==> src/rtl/lut_search_pkg.sv <==
// lut_search_pkg: shared FSM states, default widths and requester ids for the ROM search scheduler
package lut_search_pkg;
  localparam int DEF_ADDR_W = 7;
  localparam int DEF_KEY_W = 48;
  localparam int DEF_VAL_W = 48;
  localparam logic REQ_A = 1'b0;
  localparam logic REQ_B = 1'b1;
  typedef enum logic [2:0] {S_IDLE, S_LOAD_LO, S_LOAD_HI, S_SEARCH, S_DONE} state_t;
endpackage

==> src/rtl/rr_arb2.sv <==
// rr_arb2: two-way round-robin arbiter; the pointer moves past the winner only when a grant is accepted
module rr_arb2 (
  input  logic       clk,
  input  logic       reset,
  input  logic       accept,
  input  logic [1:0] req,
  output logic [1:0] gnt
);
  logic ptr_q, ptr_d;
  always_comb begin
    gnt[0] = accept && req[0] && (!ptr_q || !req[1]);
    gnt[1] = accept && req[1] && (ptr_q || !req[0]);
    ptr_d = |gnt ? gnt[0] : ptr_q;
  end
  always_ff @(posedge clk) begin
    ptr_q <= reset ? 1'b0 : ptr_d;
  end
endmodule

==> src/rtl/lut_search_sched.sv <==
// lut_search_sched: fixed-latency binary search of a shared combinational ROM for two round-robin requesters
module lut_search_sched
  import lut_search_pkg::*;
#(
  parameter int ADDR_W = DEF_ADDR_W,
  parameter int KEY_W = DEF_KEY_W,
  parameter int VAL_W = DEF_VAL_W
) (
  input  logic              clk,
  input  logic              reset,
  input  logic              req0,
  input  logic [KEY_W-1:0]  key0,
  output logic              gnt0,
  input  logic              req1,
  input  logic [KEY_W-1:0]  key1,
  output logic              gnt1,
  output logic [ADDR_W-1:0] rom_addr,
  input  logic [KEY_W-1:0]  rom_x,
  input  logic [VAL_W-1:0]  rom_y,
  output logic              busy,
  output logic              done,
  output logic              done_id,
  output logic [ADDR_W-1:0] lo_idx,
  output logic [KEY_W-1:0]  x0,
  output logic [VAL_W-1:0]  y0,
  output logic [KEY_W-1:0]  x1,
  output logic [VAL_W-1:0]  y1,
  output logic              clamp_lo,
  output logic              clamp_hi
);
  localparam logic [ADDR_W-1:0] MAX = '1;
  localparam logic [ADDR_W-1:0] ONE = 1;
  localparam int CW = $clog2(ADDR_W) + 1;
  localparam logic [CW-1:0] LAST = CW'(ADDR_W - 1);
  state_t state_q, state_d;
  logic [KEY_W-1:0] key_q, key_d, wx0_q, wx0_d, wx1_q, wx1_d, rx0_q, rx0_d, rx1_q, rx1_d, res_x0, res_x1;
  logic [VAL_W-1:0] wy0_q, wy0_d, wy1_q, wy1_d, ry0_q, ry0_d, ry1_q, ry1_d, res_y0, res_y1;
  logic [ADDR_W-1:0] lo_q, lo_d, hi_q, hi_d, rlo_q, rlo_d, mid, res_lo, fetch_addr;
  logic [ADDR_W:0] sum;
  logic [CW-1:0] cnt_q, cnt_d;
  logic id_q, id_d, cl_q, cl_d, ch_q, ch_d, rid_q, rid_d, rcl_q, rcl_d, rch_q, rch_d;
  logic probe, live;
  logic [1:0] gnt;
  rr_arb2 u_arb (
    .clk(clk),
    .reset(reset),
    .accept(state_q == S_IDLE && !reset),
    .req({req1, req0}),
    .gnt(gnt)
  );
  always_comb begin
    state_d = state_q;
    case (state_q)
      S_IDLE:    state_d = |gnt ? S_LOAD_LO : S_IDLE;
      S_LOAD_LO: state_d = S_LOAD_HI;
      S_LOAD_HI: state_d = S_SEARCH;
      S_SEARCH:  state_d = cnt_q == LAST ? S_DONE : S_SEARCH;
      default:   state_d = S_IDLE;
    endcase
  end
  always_comb begin
    sum = {1'b0, lo_q} + {1'b0, hi_q};
    mid = sum[ADDR_W:1];
    probe = state_q == S_SEARCH && hi_q - lo_q != ONE && !cl_q && !ch_q;
    fetch_addr = ch_q ? MAX - ONE : cl_q ? ONE : lo_q;
    res_lo = ch_q ? MAX - ONE : lo_q;
    res_x0 = ch_q ? rom_x : wx0_q;
    res_y0 = ch_q ? rom_y : wy0_q;
    res_x1 = cl_q ? rom_x : wx1_q;
    res_y1 = cl_q ? rom_y : wy1_q;
    key_d = key_q;
    id_d = id_q;
    lo_d = lo_q;
    hi_d = hi_q;
    wx0_d = wx0_q;
    wy0_d = wy0_q;
    wx1_d = wx1_q;
    wy1_d = wy1_q;
    cl_d = cl_q;
    ch_d = ch_q;
    cnt_d = cnt_q;
    rlo_d = rlo_q;
    rx0_d = rx0_q;
    ry0_d = ry0_q;
    rx1_d = rx1_q;
    ry1_d = ry1_q;
    rcl_d = rcl_q;
    rch_d = rch_q;
    rid_d = rid_q;
    case (state_q)
      S_IDLE: begin
        key_d = gnt[1] ? key1 : key0;
        id_d = gnt[1] ? REQ_B : REQ_A;
      end
      S_LOAD_LO: begin
        lo_d = '0;
        wx0_d = rom_x;
        wy0_d = rom_y;
      end
      S_LOAD_HI: begin
        hi_d = MAX;
        wx1_d = rom_x;
        wy1_d = rom_y;
        cl_d = key_q < wx0_q;
        ch_d = key_q > rom_x;
        cnt_d = '0;
      end
      S_SEARCH: begin
        cnt_d = cnt_q + 1'b1;
        if (probe && key_q >= rom_x) begin
          lo_d = mid;
          wx0_d = rom_x;
          wy0_d = rom_y;
        end else if (probe) begin
          hi_d = mid;
          wx1_d = rom_x;
          wy1_d = rom_y;
        end
      end
      default: begin
        rlo_d = res_lo;
        rx0_d = res_x0;
        ry0_d = res_y0;
        rx1_d = res_x1;
        ry1_d = res_y1;
        rcl_d = cl_q;
        rch_d = ch_q;
        rid_d = id_q;
      end
    endcase
  end
  always_comb begin
    live = state_q == S_DONE && !reset;
    gnt0 = gnt[0];
    gnt1 = gnt[1];
    busy = state_q != S_IDLE;
    done = live;
    rom_addr = state_q == S_LOAD_HI ? MAX : state_q == S_SEARCH ? (probe ? mid : lo_q) : state_q == S_DONE ? fetch_addr : '0;
    lo_idx = live ? res_lo : rlo_q;
    x0 = live ? res_x0 : rx0_q;
    y0 = live ? res_y0 : ry0_q;
    x1 = live ? res_x1 : rx1_q;
    y1 = live ? res_y1 : ry1_q;
    clamp_lo = live ? cl_q : rcl_q;
    clamp_hi = live ? ch_q : rch_q;
    done_id = live ? id_q : rid_q;
  end
  always_ff @(posedge clk) begin
    if (reset) begin
      state_q <= S_IDLE;
      rlo_q <= '0;
      rx0_q <= '0;
      ry0_q <= '0;
      rx1_q <= '0;
      ry1_q <= '0;
      rcl_q <= 1'b0;
      rch_q <= 1'b0;
      rid_q <= 1'b0;
    end else begin
      state_q <= state_d;
      rlo_q <= rlo_d;
      rx0_q <= rx0_d;
      ry0_q <= ry0_d;
      rx1_q <= rx1_d;
      ry1_q <= ry1_d;
      rcl_q <= rcl_d;
      rch_q <= rch_d;
      rid_q <= rid_d;
    end
  end
  always_ff @(posedge clk) begin
    key_q <= key_d;
    id_q <= id_d;
    lo_q <= lo_d;
    hi_q <= hi_d;
    wx0_q <= wx0_d;
    wy0_q <= wy0_d;
    wx1_q <= wx1_d;
    wy1_q <= wy1_d;
    cl_q <= cl_d;
    ch_q <= ch_d;
    cnt_q <= cnt_d;
  end
endmodule
==> config.mk <==
export PLATFORM = sky130hd
export DESIGN_NAME = lut_search_sched
export DESIGN_NICKNAME = d
export VERILOG_FILES = /design/src/rtl/lut_search_pkg.sv /design/src/rtl/rr_arb2.sv /design/src/rtl/lut_search_sched.sv
export SDC_FILE = /design/constraint.sdc
export NUM_CORES = 1
export LEC_CHECK = 0
export CAP_MARGIN = 20
export CORE_ASPECT_RATIO = 1.1
export CORE_UTILIZATION = 53
export DETAILED_ROUTE_END_ITERATION = 12
export PLACE_DENSITY = 0.9
export SYNTH_ARGS = -nofsm -noshare
export SYNTH_HDL_FRONTEND = slang
export SYNTH_SLANG_ARGS = --single-unit
==> constraint.sdc <==
create_clock -name clk -period 11.67 [get_ports clk]
set_clock_uncertainty 0.15 [all_clocks]
set_input_delay 2.334 -clock clk [delete_from_list [all_inputs] [get_ports clk]]
set_output_delay 2.334 -clock clk [all_outputs]
set_load 0.02 [all_outputs]
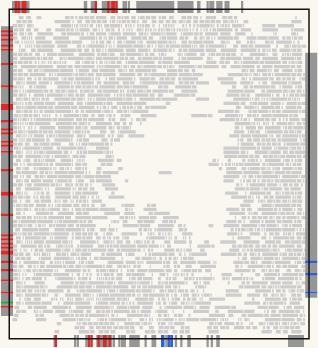
**Above:** run 1 (ports around the boundary).
(1.5 px per um) Pins as bars across the die edge, other pins in gray.
Key: lo_idx = blue [pins 7, direction output, edge 4 south, 3 east]; key1 = red [pins 48, direction input, edge 31 west, 10 north, 7 south]; gnt1 = green [pins 1, direction output, edge west]

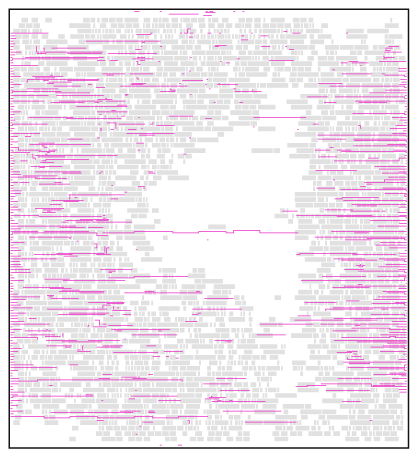
**Above:** run 1 (signal wires on met3).
(2 px per um) Cells faint in the background.
The layer holds 9.2% of the routed length. The wires run mostly horizontal. 461 nets have wire on it. The layer carries 5900 um of wire. The longest straight run is 72.2 um.

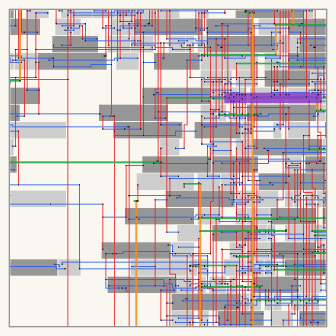
**Above:** run 1 (close-up of the layout).
Window x 124 to 174, y 139 to 189 um. Cells in gray, sequential cells in the stronger gray; small squares are vias.
Key: M5 = purple; M4 = orange; M2 = red; M3 = green; M1 = blue
111 logic cells have their middle in the window. Most frequent: nor2_1 (24), edfxtp_1 (17). Netlist names of flops here include wy1_q (9), ry1_q (7), wy0_q (7). Sequential cells in the window: 31.

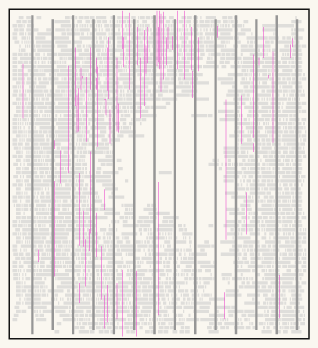
**Above:** run 1 (metal 4).
(1.5 px per um) Supply wires on this layer in gray. Cells faint in the background.
The longest straight run is 93.2 um. The wires run mostly vertical.

==> qor.yml, run 1 <==
final_util_pct: 68.8
mostFrequentLayoutCells: "nor2_1 (430), clkdlybuf4s50_1 (407), edfxtp_1 (261)"
tool_warnings: 48
syn-instance-count: 2253
cts_resized: 0
final_nets: 2880
flop_area_mm2: 0.0120
rsz0062_at_grt: "false"
place_hpwl_um: 42300
crit_chain: "buf_6 > nor3b_4 > buf_4 > buf_4 > nor2_1 > a21oi_1 > clkdlybuf4s50_1"
critPathCaptureType: "primary output"
first_iter_violations: 1431
drv_cap: 0
timing.rr.start: "lo_q[0]"
drt_first_pass_iters: 6
drc_errors: 0
max_freq_ghz: 0.125
hold_viol: 0
syn2layout_area_growth_pct: 26.8
drive_gt1_share_pct: 4.21
wl_per_cell_um: 20.1
r2r-end: "wy0_q[10]"
ant_nets: 0
post_cts_buffers: 0
clkTransAtPathRegs_ns: 0.06
ir_drop_uv: 103
ys.flop_type: "edfxtp_1"
antenna_found_initial: 2
syn-num-nets: 2561
crit_path_max_fanout: 96
synth.avg_cell_area_um2: 10.0
cpPeakStageDelay_ns: 0.80
tns_ns: 0
fp-row-count: 78
slowest_stage: "buf_4"
gp_congestion: 0.907
nFillCells: 2901
yosysSeqAreaShare_pct: 52.9
grt_pass1_vias: 18657
track_usage_pct: 28.9
grt_max_degree: 225
cts_tree: "done"
fp-utilization_pct: 54.2
grt_overflow: 0
hold_class: "flop to flop"
ys_ff: 467
ys_cells: 2253
async_reset_ff_share_pct: 0
top_cell_area_share_pct: 34.7
yosysUniqueCellTypes: 61
die_w_um: 199
chip_area_mm2: 0.0435
cts_buffer_depth: 3
p_per_area_mw_per_mm2: 142
slew_headroom_pct: 25.6
die_y_um: 219
wl_um: 63900
final_common_cell: "nor2_1"
hp-start: "rlo_q[0]"
netlist_area_mm2: 0.0226
via_per_inst: 5.87
fin_ws_ns: 3.70
cp.arrival_ns: 5.49
edf_count: 261
rrSetupSlack_ns: 6.80
min_period_ns: 7.97
htree_levels: 2
path_class: "input pin to primary output"
ctsHoldBuffers: 0
logic_area_mm2: 0.00957
ff2ff_path_depth: 10
num_io_pins: 409
fin_crit_sh_pct: 68.3
clk_latency_ns: 0.60
min_path_cells: 2
ys_area_mm2: 0.0226
grt_pass1_wl_um: 98400
yosysTopAreaCell: "edfxtp_1"
vias: 18645
cts_sinks: 467
start_kind: "input pin"
leakagePower_nw: 11.1
dp_slack_ns: 3.41
status: "complete, no violations"
yosys_warnings: 0
crit_required_ns: 9.19
finalSetupViolCount: 0
worstHoldEndpoint: "rlo_q[0]"
cp_common_cell: "buf_4"
core-area_mm2: 0.0417
io_buffers: 408
cts_inserted_buffers: 48
cts_root_buf: "clkbuf_16"
worst_pin_slew_ns: 1.12
drv_slew: 0
topCellsByArea: "edfxtp_1 (35%), dfxtp_1 (18%), mux2i_1 (8.8%)"
[run 1: routing by layer]
layer / vias to the layer above / track usage [%] / share of wire (%)
met5: - / 0 / 0.020
met4: 2 / 12.2 / 3.4
met3: 160 / 6.42 / 9.2
met2: 921 / 50.0 / 49
met1: 8878 / 34.6 / 39
li1: 8684 / - / -
[run 1: report_power, final]
| part | leakage, nW | internal (W) | total (W) | switching [W] |
|---|---|---|---|---|
| registers | 4.11 | 0.00184 | 0.00188 | 0.0000414 |
| logic | 6.10 | 0.000208 | 0.000520 | 0.000311 |
| clock network | 0.851 | 0.00101 | 0.00167 | 0.000660 |
| total | 11.1 | 0.00306 | 0.00407 | 0.00101 |
[run 1: per-stage QoR]
stage	hold slack (ns)	power, W	instance area (um^2)	std cells
detailed placement	0.316	0.00243	26900	3081
CTS	0.325	0.00408	28600	3171
floorplan	0.300	0.00221	22600	2253
global placement	0.308	0.00240	26900	3081
global route	0.353	0.00421	28700	3173
finish	0.323	0.00407	28700	3174
[run 1: worst max path at each step]
stage	from	to	slack, ns	cells past startpoint
floorplan	rom_x[42]	lo_q[0]	1.69	7
global placement	reset	gnt1	3.66	5
detailed placement	reset	gnt1	3.41	5
CTS	reset	gnt1	3.41	5
global route	reset	y0[4]	3.55	7
finish	reset	y1[7]	3.70	7
[run 1: synth_stat cells, types with 26 or more instances]
library cell,instances
dfxtp_1,206
a211oi_1,204
nor2_1,431
nand2_1,166
inv_1,118
edfxtp_1,261
buf_2,56
a21oi_1,241
clkbuf_1,81
ha_1,110
a21o_1,26
mux2i_1,199
[run 1: cells by family after synthesis]
logic type	Yosys count	share of synthesized area [%]
flip-flops	467	52.9
AND-OR/OR-AND	527	14.8
multiplexers	203	9.01
adder cells (fa/ha/maj)	112	6.27
XOR/XNOR	8	0.310
buffers and inverters	275	4.94
AND/OR/NAND/NOR	661	11.7
[run 1: layout make-up]
type	instances	share of cell area (%)
Sequential cell	467	41.7
Multi-Input combinational cell	1511	33.4
Timing Repair Buffer	424	14.8
Clock buffer	70	5.13
Tap cell	560	2.44
Inverter	120	1.57
Clock inverter	20	0.899
Antenna cell	2	0.0175
[run 1: sequential cells by signal, summed over array words and instances, names as in the netlist]
name and flops:
ry1_q 48, wx1_q 48, rlo_q 7, rid_q 1, wx0_q 48, id_q 1, wy0_q 48, wy1_q 48
rx1_q 48, cl_q 1, cnt_q 4, rx0_q 48, ry0_q 48, key_q 48, rch_q 1, u_arb.ptr_q 1
lo_q 7, state_q 3, ch_q 1, rcl_q 1, hi_q 7
[run 1: worst max-delay path, delay by kind of cell]
family / cells / cell delay, ns
and+or+nand+nor: 2 / 0.46
buffers and inverters: 4 / 2.31
AOI/OAI and AO/OA: 1 / 0.15
**Run 1: clock routing**

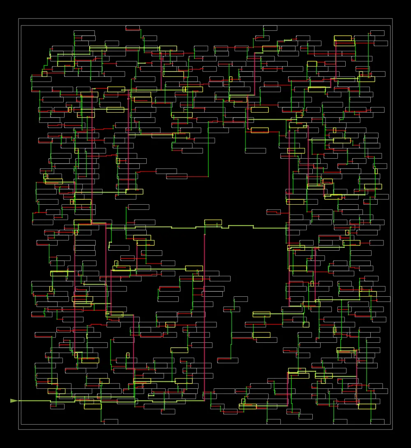

==> run 1 -> run 2 <==
Clock period 11.67 ns to 7.5 ns, I/O delays scaled along.
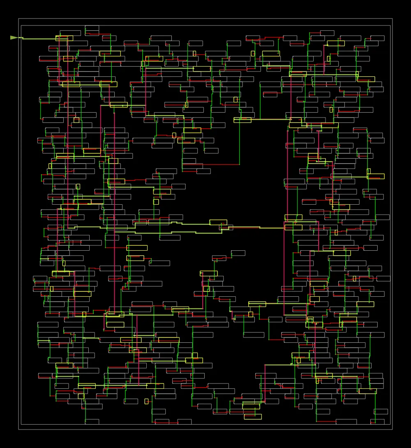
**Above:** run 2 (clock routing).
clock buf count: 61
Clk. pwr: 0.00243 W
registers: 467
CTS Buf Count: 47
Clock Latency Late Sink: 0.60 ns

==> qor.yml, run 2 <==
place_hpwl_um: 42100  # was 42300 um
tool_warnings: 45  # was 48
status: "complete, no violations"  # unchanged
path_class: "flop to primary output"  # was input pin to primary output
wl_per_cell_um: 20.2  # was 20.1 um
post_cts_buffers: 0  # unchanged
via_per_inst: 5.89  # was 5.87
syn-num-nets: 2561  # unchanged
ys_area_mm2: 0.0226  # unchanged
leakagePower_nw: 11.0  # was 11.1 nW
die_y_um: 219  # unchanged
simple_gate_share_pct: 11.7  # unchanged
grt_pass1_vias: 18704  # was 18657
cts_resized: 0  # unchanged
common_cells: "nor2_1 (431), edfxtp_1 (261), a21oi_1 (241)"  # unchanged
start_kind: "flop"  # was input pin
gp_congestion: 0.886  # was 0.907
async_reset_ff_share_pct: 0  # unchanged
final_common_cell: "nor2_1"  # unchanged
ys_cells: 2253  # unchanged
core-area_mm2: 0.0417  # unchanged
fp-row-count: 78  # unchanged
dp_cells: 3089  # was 3081
yosysTopAreaCell: "edfxtp_1"  # unchanged
final_nets: 2886  # was 2880
yosysUniqueCellTypes: 61  # unchanged
top_cell_area_share_pct: 34.7  # unchanged
rsz0062_at_grt: "false"  # unchanged
rrSetupSlack_ns: 2.96  # was 6.80 ns
synth.most_common_cell: "nor2_1"  # unchanged
nFillCells: 2898  # was 2901
topCombFamilyByArea: "AND-OR/OR-AND gates"  # unchanged
drc_errors: 0  # unchanged
netlist_area_mm2: 0.0226  # unchanged
htree_levels: 2  # unchanged
r2r-end: "wy1_q[20]"  # was wy0_q[10]
hp-start: "rlo_q[0]"  # unchanged
ys_sh_mux_pct: 9.01  # unchanged
cts_tree: "done"  # unchanged
num_io_pins: 409  # unchanged
syn2layout_area_growth_pct: 26.6  # was 26.8%
ctsHoldBuffers: 0  # unchanged
clkTransAtPathRegs_ns: 0.06  # about the same
cts_buffer_depth: 3  # unchanged
max_freq_ghz: 0.161
yosysSeqAreaShare_pct: 52.9  # unchanged
first_iter_violations: 1424  # was 1431
cts_sinks: 467  # unchanged
sequentialPowerShare_pct: 47.5  # was 46.2%
crit_required_ns: 5.85  # was 9.19 ns
ys_sh_adder_pct: 6.27  # unchanged
antenna_found_initial: 1  # was 2
topCellsByArea: "edfxtp_1 (35%), dfxtp_1 (18%), mux2i_1 (8.8%)"  # unchanged
crit_path_max_fanout: 102  # was 96
cts_root_buf: "clkbuf_16"  # unchanged
drv_cap: 0  # unchanged
fp-utilization_pct: 54.2  # unchanged
p_clk_share_pct: 39.4  # was 41.0%
internal_power_w: 0.00459  # was 0.00306 W
p_per_area_mw_per_mm2: 215  # was 142 mW/mm^2
cp.arrival_ns: 4.54  # was 5.49 ns
ys_ff: 467  # unchanged
fin_crit_sh_pct: 82.6
worstHoldEndpoint: "rlo_q[0]"  # unchanged
ir_drop_uv: 152  # was 103 uV
switching_share_pct: 25.5  # was 24.9%
hold_class: "flop to flop"  # unchanged
drive_gt1_share_pct: 4.39  # was 4.21%
hold_viol: 0  # unchanged
worst_pin_slew_ns: 1.15  # was 1.12 ns
mostFrequentLayoutCells: "nor2_1 (430), clkdlybuf4s50_1 (407), edfxtp_1 (261)"  # unchanged
p_switching_w: 0.00157  # was 0.00101 W
drt_first_pass_iters: 5  # was 6
vias: 18710  # was 18645
aoi_share_pct: 14.8  # unchanged
min_path_cells: 2  # unchanged
run 2: cell counts after synthesis:
Identical to the previous run, type by type.
run 2: layer usage:
layer	GRT usage (%)	vias to the layer above	routed length, um
met5	0	-	0
met4	12.9	0	2380
met3	5.69	172	5550
met2	49.5	937	31000
met1	35.9	8917	25400
li1	-	8684	-
run 2: how the worst max path moves through the flow:
stage | start | to | slack, ns | depth (start not counted)
final | state_q[2] | y0[23] | 1.31 | 7
after global routing | state_q[2] | y0[23] | 1.06 | 7
after CTS | state_q[2] | y0[23] | 1.37 | 7
after detailed placement | reset | gnt1 | 1.69 | 6
after global placement | reset | gnt1 | 1.85 | 6
after floorplan | rom_x[42] | lo_q[0] | 0.77 | 8
run 2: logic make-up (layout without fill, tap and decap cells):
logic type               after synthesis  count (layout)
flip-flops                           467             467
other                                  0               2
adder cells (fa/ha/maj)              112             112
XOR/XNOR                               8               8
multiplexers                         203             203
AND/OR/NAND/NOR                      661             661
buffers and inverters                275             639
AND-OR/OR-AND                        527             527
run 2: layout make-up:
type / count / area [um^2] / share of cell area (%)
Clock inverter: 27 / 259 / 0.905
Multi-Input combinational cell: 1511 / 9570 / 33.4
Inverter: 120 / 450 / 1.57
Tap cell: 560 / 701 / 2.45
Timing Repair Buffer: 431 / 4330 / 15.1
Sequential cell: 467 / 12000 / 41.8
Clock buffer: 61 / 1330 / 4.66
Antenna cell: 2 / 5.00 / 0.0175
run 2: stage by stage:
step	util [%]	setup WS [ns]	total power, W	hold WS [ns]
floorplan	-	0.772	0.00344	0.300
global placement	64.8	1.85	0.00373	0.310
detailed placement	64.8	1.69	0.00377	0.326
CTS	68.7	1.37	0.00619	0.337
global route	68.7	1.06	0.00637	0.350
finish	68.7	1.31	0.00616	0.330
run 2: power groups by stage:
stage	Clock (W)	Sequential [W]	Combinational (W)
after floorplan	0	0.00297	0.000466
after CTS	0.00246	0.00293	0.000802
after global routing	0.00256	0.00294	0.000874
after detailed placement	0	0.00298	0.000789
after global placement	0	0.00297	0.000756
final	0.00243	0.00293	0.000809
run 2: critical path: stages, from the launching register on:
cell             delay, ns
dfxtp_4               1.02
nor2b_1               0.71
nor3b_4               0.52
buf_12                0.28
buf_4                 0.35
nor2_1                0.08
a21oi_1               0.29
clkdlybuf4s50_1       0.68
Power figures rest on the tool's default switching activity, not on a simulated workload.
